Zoomed window:
Scale bar: 10 microns. Region (10, 0) to (50, 40) microns. Cells in grey, sequential cells in the stronger grey; small squares are vias.
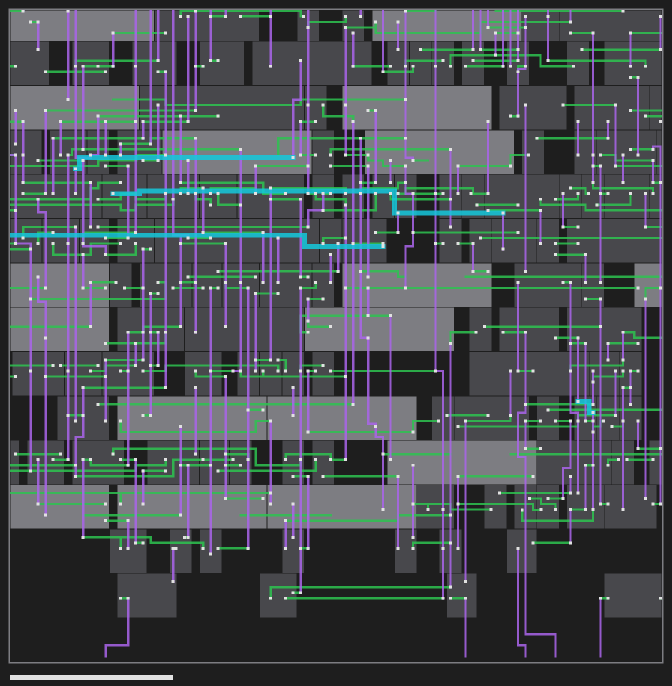
Met1 routing:
Scale bar: 20 microns. Supply wires on this layer in grey. Cells faint in the background.
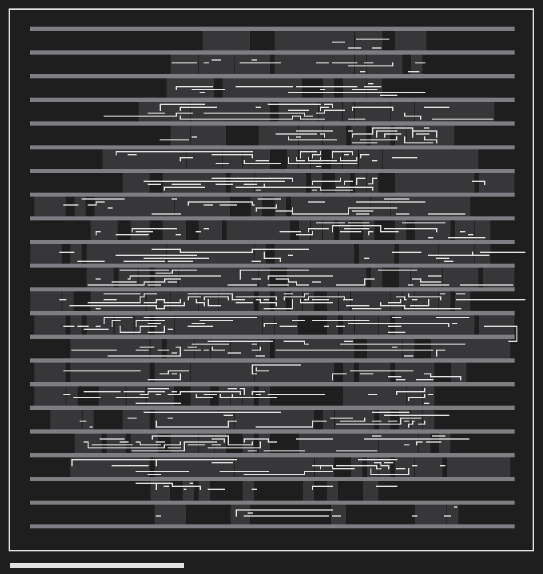
Routing congestion:
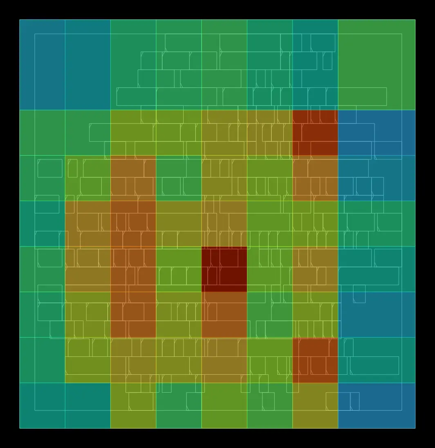
File: config.mk
export PLATFORM = sky130hd
export DESIGN_NAME = pwm_from_count_flat
export DESIGN_NICKNAME = d
export VERILOG_FILES = /design/src/rtl/pwm_from_count_if.sv /design/src/rtl/pwm_from_count.sv /design/src/flat_wrapper.sv
export SDC_FILE = /design/constraint.sdc
export NUM_CORES = 1
export LEC_CHECK = 0
export ABC_AREA = 1
export CORE_AREA = 2 2 58 60
export DETAILED_ROUTE_END_ITERATION = 8
export DIE_AREA = 0 0 60 62
export PLACE_DENSITY = 0.76
export SETUP_SLACK_MARGIN = 0.3
export SLEW_MARGIN = 20
export SYNTH_ARGS = -nofsm -noshare
export SYNTH_HDL_FRONTEND = slang
export SYNTH_SLANG_ARGS = --single-unit
File: constraint.sdc
create_clock -name clk -period 1.2 [get_ports clk]
set_input_delay 0.36 -clock clk [delete_from_list [all_inputs] [get_ports clk]]
set_output_delay 0.36 -clock clk [all_outputs]
set_load 0.03 [all_outputs]
File: src/rtl/pwm_from_count_if.sv
// Duty-update handshake between a duty source and the PWM compare stage.
interface pwm_from_count_if #(
    parameter int WIDTH = 8
);
    logic [WIDTH-1:0] duty_in;
    logic             duty_valid;
    logic             duty_ready;

    modport master (
        output duty_in,
        output duty_valid,
        input  duty_ready
    );

    modport slave (
        input  duty_in,
        input  duty_valid,
        output duty_ready
    );
endinterface

File: src/rtl/pwm_from_count.sv
// PWM compare stage fed by a free-running up-counter. Duty updates go through
// a one-deep shadow slot applied only at the period boundary; a small FSM
// selects continuous or one-shot operation.
module pwm_from_count #(
    parameter int               WIDTH      = 8,
    parameter logic [WIDTH-1:0] RESET_DUTY = '0
) (
    input  logic             clk,
    input  logic             rst,
    input  logic [WIDTH-1:0] cnt_in,
    input  logic             en,
    input  logic             oneshot,
    pwm_from_count_if.slave  duty,
    output logic             pwm_out,
    output logic             period_done,
    output logic             busy
);

    typedef enum logic [1:0] {
        IDLE,
        ARMED,
        RUN,
        DONE
    } state_t;

    state_t           state_q;
    state_t           state_d;
    logic             mode_os;
    logic [WIDTH-1:0] active_duty;
    logic [WIDTH-1:0] pending;
    logic             pending_vld;
    logic             bnd;
    logic             pwm_d;
    logic             period_done_d;

    // Last count of the period; purely value-based.
    assign bnd = (cnt_in == '1);

    // Ready comes straight from the slot flag, never from duty_valid.
    assign duty.duty_ready = ~pending_vld;

    // Shadow slot: pending applies at the boundary; an offer landing on the
    // boundary itself bypasses the slot (slot is empty, so ready is high).
    always_ff @(posedge clk or posedge rst) begin
        if (rst) begin
            active_duty <= RESET_DUTY;
            pending     <= '0;
            pending_vld <= 1'b0;
        end else if (bnd) begin
            if (pending_vld) begin
                active_duty <= pending;
                pending_vld <= 1'b0;
            end else if (duty.duty_valid) begin
                active_duty <= duty.duty_in;
            end
        end else if (duty.duty_valid && !pending_vld) begin
            pending     <= duty.duty_in;
            pending_vld <= 1'b1;
        end
    end

    // State register, one-shot mode latch and registered outputs.
    always_ff @(posedge clk or posedge rst) begin
        if (rst) begin
            state_q     <= IDLE;
            mode_os     <= 1'b0;
            pwm_out     <= 1'b0;
            period_done <= 1'b0;
        end else begin
            state_q     <= state_d;
            pwm_out     <= pwm_d;
            period_done <= period_done_d;
            if (state_q == IDLE && en) begin
                mode_os <= oneshot;
            end
        end
    end

    // Next-state logic; dropping en always returns to IDLE.
    always_comb begin
        state_d = state_q;
        unique case (state_q)
            IDLE:  if (en) state_d = ARMED;
            ARMED: begin
                if (!en)      state_d = IDLE;
                else if (bnd) state_d = RUN;
            end
            RUN: begin
                if (!en)                 state_d = IDLE;
                else if (bnd && mode_os) state_d = DONE;
            end
            DONE:  if (!en) state_d = IDLE;
            default: state_d = IDLE;
        endcase
    end

    // Output decode; gating with en makes an abort silence pwm_out and
    // suppress period_done on the very next cycle.
    always_comb begin
        pwm_d         = (state_q == RUN) && en && (cnt_in < active_duty);
        period_done_d = (state_q == RUN) && en && bnd;
        busy          = (state_q == ARMED) || (state_q == RUN);
    end

endmodule
File: src/flat_wrapper.sv
// flat-port wrapper written by rule: the top's interface ports become plain ports
module pwm_from_count_flat 
#(
    parameter int               WIDTH      = 8,
    parameter logic [WIDTH-1:0] RESET_DUTY = '0
)
  (clk, rst, cnt_in, en, oneshot, pwm_out, period_done, busy, duty_duty_in, duty_duty_valid, duty_duty_ready);
  pwm_from_count_if #(.WIDTH(WIDTH)) duty_i ();
  input  logic clk;
  input  logic rst;
  input  logic [WIDTH-1:0] cnt_in;
  input  logic en;
  input  logic oneshot;
  output logic pwm_out;
  output logic period_done;
  output logic busy;
  input wire logic [$bits(duty_i.duty_in)-1:0] duty_duty_in;
  input wire logic [$bits(duty_i.duty_valid)-1:0] duty_duty_valid;
  output wire logic [$bits(duty_i.duty_ready)-1:0] duty_duty_ready;
  assign duty_i.duty_in = duty_duty_in;
  assign duty_i.duty_valid = duty_duty_valid;
  assign duty_duty_ready = duty_i.duty_ready;
  pwm_from_count #(.WIDTH(WIDTH), .RESET_DUTY(RESET_DUTY)) u_core (.clk(clk), .rst(rst), .cnt_in(cnt_in), .en(en), .oneshot(oneshot), .duty(duty_i), .pwm_out(pwm_out), .period_done(period_done), .busy(busy));
endmodule
==> flow_summary.ini <==
; synthesis and place-and-route metrics
[layout]
inv_count = 27
layout.cells.non_filler = 258
comb_share = 0.406
final-comb-area_sq_um = 852
fin_nets = 245
buf_share = 0.226
drive_gt1_frac = 0.434

[place]
dp_cells = 240
place_ws_ns = -0.502
gp_congestion = 0.760

[worst_setup_path]
crit_arrival_ns = 1.16
max_stage_delay_ns = 0.42
crit_fanout = 2

[power]
p_per_area_mw_per_mm2 = 1080

[global_route]
grtUsageTotal = 0.168
grt_max_degree = 23

[sta]
skew_ns = 0.0124
max_freq_mhz = 657
setup_ws_ns = -0.323
worst_pin_slew_ns = 0.296
finalSetupViolCount = 12
hold_violations = 0

[run_status]
status = finished, violations left
violations = setup timing

[die]
dieWidth_microns = 60
die_h_microns = 62
core_util_floorplan = 0.420
io_pins = 25

[logic_synthesis]
async_flop_share = 1.00
numSynthFlops = 22
syn_area_per_cell_sq_um = 8.05
synth_cell_types = 21

[clocking]
cts_root_buf = clkbuf_4

[routing]
vias = 1157
## Picture notes: 'zoomed window'
| colour | layer |
|---|---|
| green | met1 |
| cyan | met3 |
| purple | met2 |
sequential cells in the window: 16
netlist names of flops here include: u_core.active_duty (8), u_core.pending (8)
cells with their middle in the window: 131
most frequent: nand2_1 (36), dfrtp_1 (16)

## Picture notes: 'met1 routing'
share of all routed wire: 45%
longest straight run: 18.9 microns
wire length on this layer: 1300 microns
main direction: horizontal
nets with wire on the layer: 211

## Picture notes: 'routing congestion'
per-cell routed wire length: 11.1 microns
met2 usage: 0.272
final core utilization: 0.661

routing by layer:
metal / up-vias / share of wire / global-route usage / wire length (microns)
met5: - / 0 / 0 / 0
met4: 0 / 0.0070 / 0.0381 / 20
met3: 2 / 0.041 / 0.0435 / 117
met2: 24 / 0.50 / 0.272 / 1420
met1: 522 / 0.45 / 0.227 / 1300
li1: 609 / - / - / -
registers in the layout, summed over array words and instances, names as in the netlist:
| signal | count |
|---|---|
| u_core.active_duty | 8 |
| u_core.mode_os | 1 |
| u_core.pending | 8 |
| u_core.pending_vld | 1 |
| u_core.period_done | 1 |
| u_core.pwm_out | 1 |
| u_core.state_q | 2 |
timing repair:
| item | CTS | global route |
|---|---|---|
| endpoints found under the setup margin | 26 | 26 |
| gates cloned | 3 | 0 |
| resized | 54 | 17 |
| buffers inserted | 8 | 3 |
| pin swaps | 27 | 12 |
where the power goes:
part / internal, mW / leakage [nW] / switching, mW / total (mW)
clock: 0.338 / 0.0279 / 0.238 / 0.576
combinational: 0.422 / 0.715 / 0.413 / 0.836
sequential: 0.810 / 0.294 / 0.0540 / 0.864
total: 1.57 / 1.04 / 0.705 / 2.28
cells in the final DEF (no fill, tap or decap), types with 2 or more instances in the layout:
| cell type | count |
|---|---|
| o21ai_1 | 4 |
| a21oi_1 | 2 |
| clkdlybuf4s50_1 | 10 |
| nand2_2 | 15 |
| o21ai_2 | 13 |
| dfrtp_1 | 21 |
| clkbuf_2 | 2 |
| nand3_4 | 2 |
| dlygate4sd2_1 | 2 |
| buf_16 | 2 |
| inv_1 | 21 |
| a21oi_2 | 3 |
| buf_12 | 4 |
| nor2_4 | 3 |
| clkbuf_4 | 3 |
| nor2_1 | 2 |
| nand2_4 | 5 |
| clkdlybuf4s15_1 | 2 |
| buf_8 | 2 |
| nand3_1 | 2 |
| buf_2 | 4 |
| ha_4 | 4 |
| ha_1 | 7 |
| nand2_1 | 45 |
| inv_2 | 4 |
| buf_6 | 6 |
| nor2_2 | 2 |
| buf_4 | 10 |
critical path, delay by kind of cell, from the launching register on:
family     cells  cell delay, ns
fa+ha+maj      1            0.20
buf+inv        2            0.22
flops          1            0.42
worst paths after layout:
path                                  startpoint               endpoint  slack (ns)  cells after the start
min reg2reg                u_core.active_duty[6]  u_core.active_duty[6]        0.48                      2
max reg2reg                   u_core.pending_vld  u_core.active_duty[5]       -0.15                      7
max in group asynchronous                    rst         u_core.mode_os        0.71                      3
min in group clk                       cnt_in[6]     u_core.period_done        0.47                      5
min                                          rst  u_core.active_duty[3]        0.34                      3
max                            u_core.state_q[1]                   busy       -0.32                      3
cell families (layout without fill, tap and decap cells):
family | count (synthesis) | in the layout | synth area share
AOI/OAI and AO/OA | 26 | 26 | 0.134
adders and majority gates | 11 | 11 | 0.103
buffers and inverters | 30 | 75 | 0.103
DFF | 22 | 22 | 0.412
and+or+nand+nor | 77 | 78 | 0.248
metrics by stage:
step	utilization	total power [mW]
2_1_floorplan	-	1.32
3_3_place_gp	0.556	1.52
3_5_place_dp	0.556	1.53
4_1_cts	0.654	2.26
5_1_grt	0.661	2.41
6_report	0.661	2.28
No activity file was given, so power comes from the tool's default toggle rates.
